===== config.mk =====
export PLATFORM = sky130hd
export DESIGN_NAME = vga_frame_driver
export DESIGN_NICKNAME = d
export VERILOG_FILES = /design/src/rtl/vga_pkg.sv /design/src/rtl/vga_delay_line.sv /design/src/rtl/vga_frame_driver.sv
export SDC_FILE = /design/constraint.sdc
export NUM_CORES = 1
export LEC_CHECK = 0
export ABC_AREA = 1
export CORE_MARGIN = 3
export CORE_UTILIZATION = 30
export DETAILED_ROUTE_END_ITERATION = 8
export PLACE_DENSITY = 0.52
export SYNTH_ARGS = -nofsm -noshare
export SYNTH_HDL_FRONTEND = slang
export SYNTH_SLANG_ARGS = --single-unit
export TNS_END_PERCENT = 30

===== constraint.sdc =====
create_clock -name clk -period 1.7 [get_ports clk]
set_input_delay 0.34 -clock clk [delete_from_list [all_inputs] [get_ports clk]]
set_output_delay 0.34 -clock clk [all_outputs]
set_load 0.01 [all_outputs]

===== src/rtl/vga_pkg.sv =====
// Shared VGA 640x480@60 timing constants, colour types and the RGB332 -> 4-4-4 expansion.
package vga_pkg;

    localparam int CNT_W = 11;

    localparam int VGA_H_ACTIVE = 640;
    localparam int VGA_H_FP     = 16;
    localparam int VGA_H_SYNC   = 96;
    localparam int VGA_H_BP     = 48;
    localparam int VGA_V_ACTIVE = 480;
    localparam int VGA_V_FP     = 10;
    localparam int VGA_V_SYNC   = 2;
    localparam int VGA_V_BP     = 33;

    localparam int VGA_H_TOTAL  = VGA_H_ACTIVE + VGA_H_FP + VGA_H_SYNC + VGA_H_BP;
    localparam int VGA_V_TOTAL  = VGA_V_ACTIVE + VGA_V_FP + VGA_V_SYNC + VGA_V_BP;
    localparam int VGA_HS_START = VGA_H_ACTIVE + VGA_H_FP;
    localparam int VGA_HS_END   = VGA_HS_START + VGA_H_SYNC - 1;
    localparam int VGA_VS_START = VGA_V_ACTIVE + VGA_V_FP;
    localparam int VGA_VS_END   = VGA_VS_START + VGA_V_SYNC - 1;

    typedef struct packed {
        logic [2:0] r;
        logic [2:0] g;
        logic [1:0] b;
    } rgb332_t;

    typedef struct packed {
        logic [3:0] r;
        logic [3:0] g;
        logic [3:0] b;
    } rgb444_t;

    // Replicate the top bits so full-scale 332 maps to full-scale 4-bit on every channel.
    function automatic rgb444_t expand332(input rgb332_t c);
        rgb444_t o;
        o.r = {c.r, c.r[2]};
        o.g = {c.g, c.g[2]};
        o.b = {c.b, c.b};
        return o;
    endfunction

endpackage


===== src/rtl/vga_delay_line.sv =====
// Fixed-depth shift register with synchronous active-low clear; depth 0 is a plain wire.
module vga_delay_line #(
    parameter int WIDTH = 3,
    parameter int DEPTH = 1
) (
    input  logic             clk,
    input  logic             resetN,
    input  logic [WIDTH-1:0] din,
    output logic [WIDTH-1:0] dout
);

    if (DEPTH == 0) begin : g_wire
        assign dout = din;
    end else begin : g_regs
        logic [WIDTH-1:0] stages [DEPTH];

        // NOTE: every stage is cleared on reset (not left as an unreset memory) so that
        // sync/blank flags leaving the line after reset are guaranteed inactive.
        always_ff @(posedge clk) begin
            if (!resetN) begin
                for (int i = 0; i < DEPTH; i++) stages[i] <= '0;
            end else begin
                stages[0] <= din;
                for (int i = 1; i < DEPTH; i++) stages[i] <= stages[i-1];
            end
        end

        assign dout = stages[DEPTH-1];
    end

endmodule


===== src/rtl/vga_frame_driver.sv =====
// VGA raster generator: pixel counters, sync/blank decode realigned to the object-mux colour
// latency, and the registered 4-4-4 DAC outputs.
module vga_frame_driver
    import vga_pkg::*;
#(
    parameter int H_ACTIVE = VGA_H_ACTIVE,
    parameter int H_FP     = VGA_H_FP,
    parameter int H_SYNC   = VGA_H_SYNC,
    parameter int H_BP     = VGA_H_BP,
    parameter int V_ACTIVE = VGA_V_ACTIVE,
    parameter int V_FP     = VGA_V_FP,
    parameter int V_SYNC   = VGA_V_SYNC,
    parameter int V_BP     = VGA_V_BP,
    parameter int PIPE_LAT = 1
) (
    input  logic             clk,
    input  logic             resetN,
    input  logic [7:0]       RGBIn,
    output logic [CNT_W-1:0] pixelX,
    output logic [CNT_W-1:0] pixelY,
    output logic             startOfFrame,
    output logic             hSync,
    output logic             vSync,
    output logic             blankN,
    output logic [3:0]       red,
    output logic [3:0]       green,
    output logic [3:0]       blue
);

    localparam int H_LEN    = H_ACTIVE + H_FP + H_SYNC + H_BP;
    localparam int V_LEN    = V_ACTIVE + V_FP + V_SYNC + V_BP;
    localparam int HS_FIRST = H_ACTIVE + H_FP;
    localparam int HS_LAST  = HS_FIRST + H_SYNC - 1;
    localparam int VS_FIRST = V_ACTIVE + V_FP;
    localparam int VS_LAST  = VS_FIRST + V_SYNC - 1;

    logic [CNT_W-1:0] hCnt;
    logic [CNT_W-1:0] vCnt;

    // NOTE: sequential state uses non-blocking assignments so every register samples
    // pre-edge values regardless of statement order.
    always_ff @(posedge clk) begin
        if (!resetN) begin
            hCnt <= '0;
            vCnt <= '0;
        end else if (hCnt == CNT_W'(H_LEN - 1)) begin
            hCnt <= '0;
            vCnt <= (vCnt == CNT_W'(V_LEN - 1)) ? '0 : vCnt + CNT_W'(1);
        end else begin
            hCnt <= hCnt + CNT_W'(1);
        end
    end

    assign pixelX       = hCnt;
    assign pixelY       = vCnt;
    assign startOfFrame = (hCnt == '0) && (vCnt == '0);

    logic hs_raw;
    logic vs_raw;
    logic act_raw;

    assign hs_raw  = (hCnt >= CNT_W'(HS_FIRST)) && (hCnt <= CNT_W'(HS_LAST));
    assign vs_raw  = (vCnt >= CNT_W'(VS_FIRST)) && (vCnt <= CNT_W'(VS_LAST));
    assign act_raw = (hCnt < CNT_W'(H_ACTIVE)) && (vCnt < CNT_W'(V_ACTIVE));

    logic hs_d;
    logic vs_d;
    logic act_d;

    // Timing flags ride alongside the object-mux pipeline so they meet RGBIn on the same edge.
    vga_delay_line #(
        .WIDTH (3),
        .DEPTH (PIPE_LAT)
    ) u_delay (
        .clk    (clk),
        .resetN (resetN),
        .din    ({hs_raw, vs_raw, act_raw}),
        .dout   ({hs_d, vs_d, act_d})
    );

    rgb444_t colour;

    always_ff @(posedge clk) begin
        if (!resetN) begin
            hSync  <= 1'b1;
            vSync  <= 1'b1;
            blankN <= 1'b0;
            colour <= '0;
        end else begin
            hSync  <= !hs_d;
            vSync  <= !vs_d;
            blankN <= act_d;
            colour <= act_d ? expand332(rgb332_t'(RGBIn)) : '0;
        end
    end

    assign red   = colour.r;
    assign green = colour.g;
    assign blue  = colour.b;

endmodule


**Selected gate families**

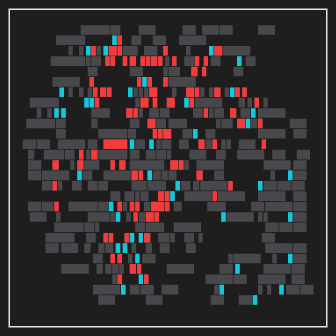
- cyan: inverters (cells 41)
- red: NAND gates (cells 87)

**Power grid**

Pins as bars on the die edge.
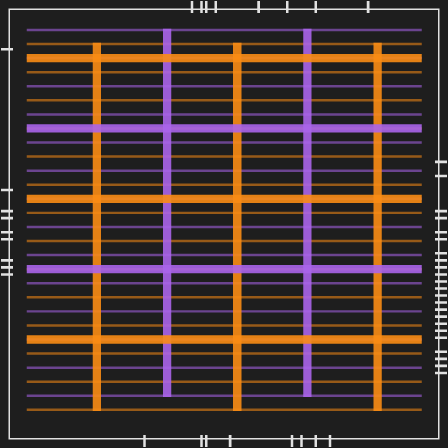
- orange: VSS
- purple: VDD
- signal pins: 48
- rows: 27
- met5 straps: 5
- met4 straps: 5

==> deck_impl_summary.md <==
Run Summary

Synthesis
  • Adders+Majority by Area: 3.54%
  • Asr flop ratio synth: 0%
  • Post-synth net total: 275
  • # Cells Yosys: 260
  • Mux cell area share: 0%
  • Yosys xor share: 0.992%
  • Synth Seq Share: 40.8%
  • Synth Instances: 260
  • Mean Syn Cell Area: 6.79 um2
  • Top post-synthesis cells by count: 59 x nand2_1, 55 x nor2_1, 41 x inv_1, 36 x dfxtp_1, 18 x nand3_1
  • Yosys aoi share: 3.97%
  • Synth Warn #: 0
  • Netlist cell types: 25
  • Count leader, synth: nand2_1
  • Post-synth top area cell: dfxtp_1
  • Top cell area share: 40.8%
  • Main flop type: dfxtp_1
  • Synthesized flop and latch total: 36
  • Yosys stat chip area: 1770 um2
  • Synth Area in Simple Gates: 39.1%

Clocking
  • Inserted Clock Buffers: 5
  • Post CTS Setup Buffer Count: 2
  • Clk sinks: 36
  • Clock Tree Buf Depth: 2
  • H-tree depth: 2
  • Hold Buf Count CTS: 0
  • CTS tree: built
  • Clk ins delay skew pair: 0.29 ns
  • Clock-pin slew on the worst setup and hold paths: 0.08 ns

Setup path
  • Arrival time of the worst setup path: 1.36 ns
  • Worst path slowest cell: dfxtp_2
  • Delay-heaviest family, CP: simple AND/OR/NAND/NOR gates
  • Worst R2R Setup Slack: 0.14 ns
  • Worst setup endpoint: startOfFrame
  • Worst Path Buf+Inv: 2
  • Peak fanout along the critical path: 2
  • Startpoint Class: register
  • Crit path launch: pixelY[1]
  • Reg2Reg Depth: 9
  • Kind of critical path: register to output port
  • Reg2reg end: pixelY[4]
  • Crit-path cells: inv_2 -> ha_4 -> nand3_4 -> nor4_4 -> buf_2
  • Critical Path Max Stage Delay: 0.33 ns
  • Cell count along the critical path: 5
  • CP required: 1.36 ns
  • Setup crit end kind: output port

Cells and area
  • Non-filler cells, final: 423
  • Design area: 2800 um2
  • Non-clk invs: 41
  • Signal buffers: 90
  • Clock buf count: 5
  • Comb_multi_in: 176
  • Top cell excl fill/tap: nand2_1
  • Non-Clock Buffer Area Fraction: 29.0%
  • Share of cells above drive strength 1: 25.1%
  • Fin nets: 365
  • Top Layout Cells: 57 x nand2_1, 53 x nor2_1, 43 x buf_4
  • Gate Area: 922 um2
  • FILL cells: 574
  • Combinational fraction of the cell area: 33.0%
  • Post-Route Utilization: 49.8%
  • Flop share of the area: 26.1%
  • Layout area overhead: 58.2%
  • Clock buf/inv share: 3.13%
  • Register area: 731 um2
  • Ant diodes: 0
  • Largest cell class: logic gates

Placed design
  • Placer Congestion: 0.791
  • Dpl cells: 409
  • HPWL after detailed placement: 3690 um
  • IO buf count: 47
  • Dpl ws: -0.202 ns
  • Post-DP Area: 2550 um2

Final timing
  • Sum Neg Setup Slack: 0 ns
  • Tcrit/Tclk final: 99.8%
  • Final Hold Fails: 0
  • Setup slack after layout: 0.00314 ns
  • Slew @ Worst Pin: 0.324 ns
  • Slew headroom: 78.3%
  • Hold WS: 0.371 ns
  • RSZ-0062 raised after global routing: true
  • Slew Limit Fails: 0
  • Final setup violation count: 0
  • FMAX: 0.589 GHz

Floorplanning
  • FP Rows: 27
  • Die ar.: 6850 um2
  • I/O Pins: 48
  • Core area: 5610 um2
  • Chip Height: 82.7 um
  • TAP cells: 72
  • Die Width: 82.7 um
  • Pre-Place Util: 31.5%

GRT
  • Maximum number of pins on one net before global-route repair: 13
  • Overall routing resource usage: 14.7%
  • Vias in the first global route: 1,620
  • Initial antenna violation count: 0
  • Global route overflow: 0
  • First-pass GRT wire length: 7620 um

Worst hold path
  • HP Class: register to register

Routing
  • Wire per inst: 11.2 um
  • Initial drt markers: 73
  • ANT nets after route: 0
  • Drt via density: 4.35
  • Drc violations: 0
  • Via Count: 1,839
  • Drt first pass iters: 4

Power
  • Clock share of power: 37.5%
  • Sequential share of power: 52.7%
  • Clk pwr: 616 uW
  • Comb pwr share: 9.8%
  • Sequential power: 866 uW
  • Leak Pwr: 1.42 nW
  • Worst vdd ir: 359 uV
  • PD cells: 588 nW/um2
  • Switching power: 404 uW
  • Overall power: 1.64 mW
  • Comb group: 161 uW
  • Int Pwr: 1.24 mW
  • Highest-power group: registers
  • Net Sw Frac: 24.6%

Job
  • Log Warnings: 31
  • # Max-Cap Violations: 0

Run status
  • Run status: complete, no violations
**Clock nets**

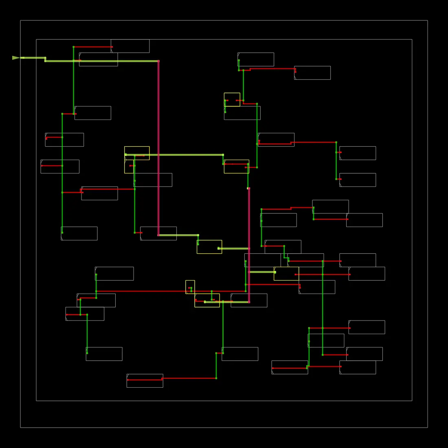
registers: 36
Clock Skews: 0.00864 ns

**Signal wires on met1**

Supply wires on this layer in gray.
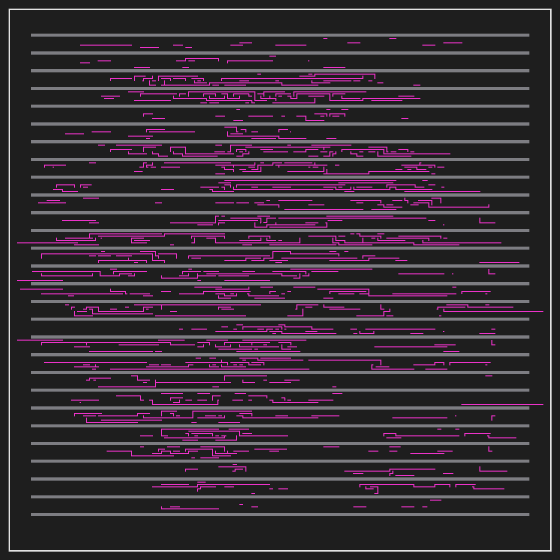
- longest straight run: 30.4 um
- main direction: horizontal
- nets with wire on the layer: 333
- wire length on this layer: 2,320 um

per-layer routing:
metal / GRT usage, % / routed length, um
met1: 19.9 / 2320
met2: 22.6 / 2070
met3: 3.90 / 303
met4: 4.90 / 58
met5: 0 / 0
worst min-delay path by stage:
| stage | start | endpoint | slack [ns] | cells past startpoint |
|---|---|---|---|---|
| after detailed placement | u_delay.g_regs.stages[0][2] | hSync | 0.35 | 1 |
| after CTS | u_delay.g_regs.stages[0][2] | hSync | 0.37 | 1 |
| after global placement | u_delay.g_regs.stages[0][1] | vSync | 0.35 | 1 |
| after floorplan | u_delay.g_regs.stages[0][2] | hSync | 0.34 | 1 |
| after global routing | u_delay.g_regs.stages[0][1] | vSync | 0.39 | 1 |
| final | u_delay.g_regs.stages[0][1] | vSync | 0.37 | 1 |
Power is estimated from default activity; no workload was simulated.
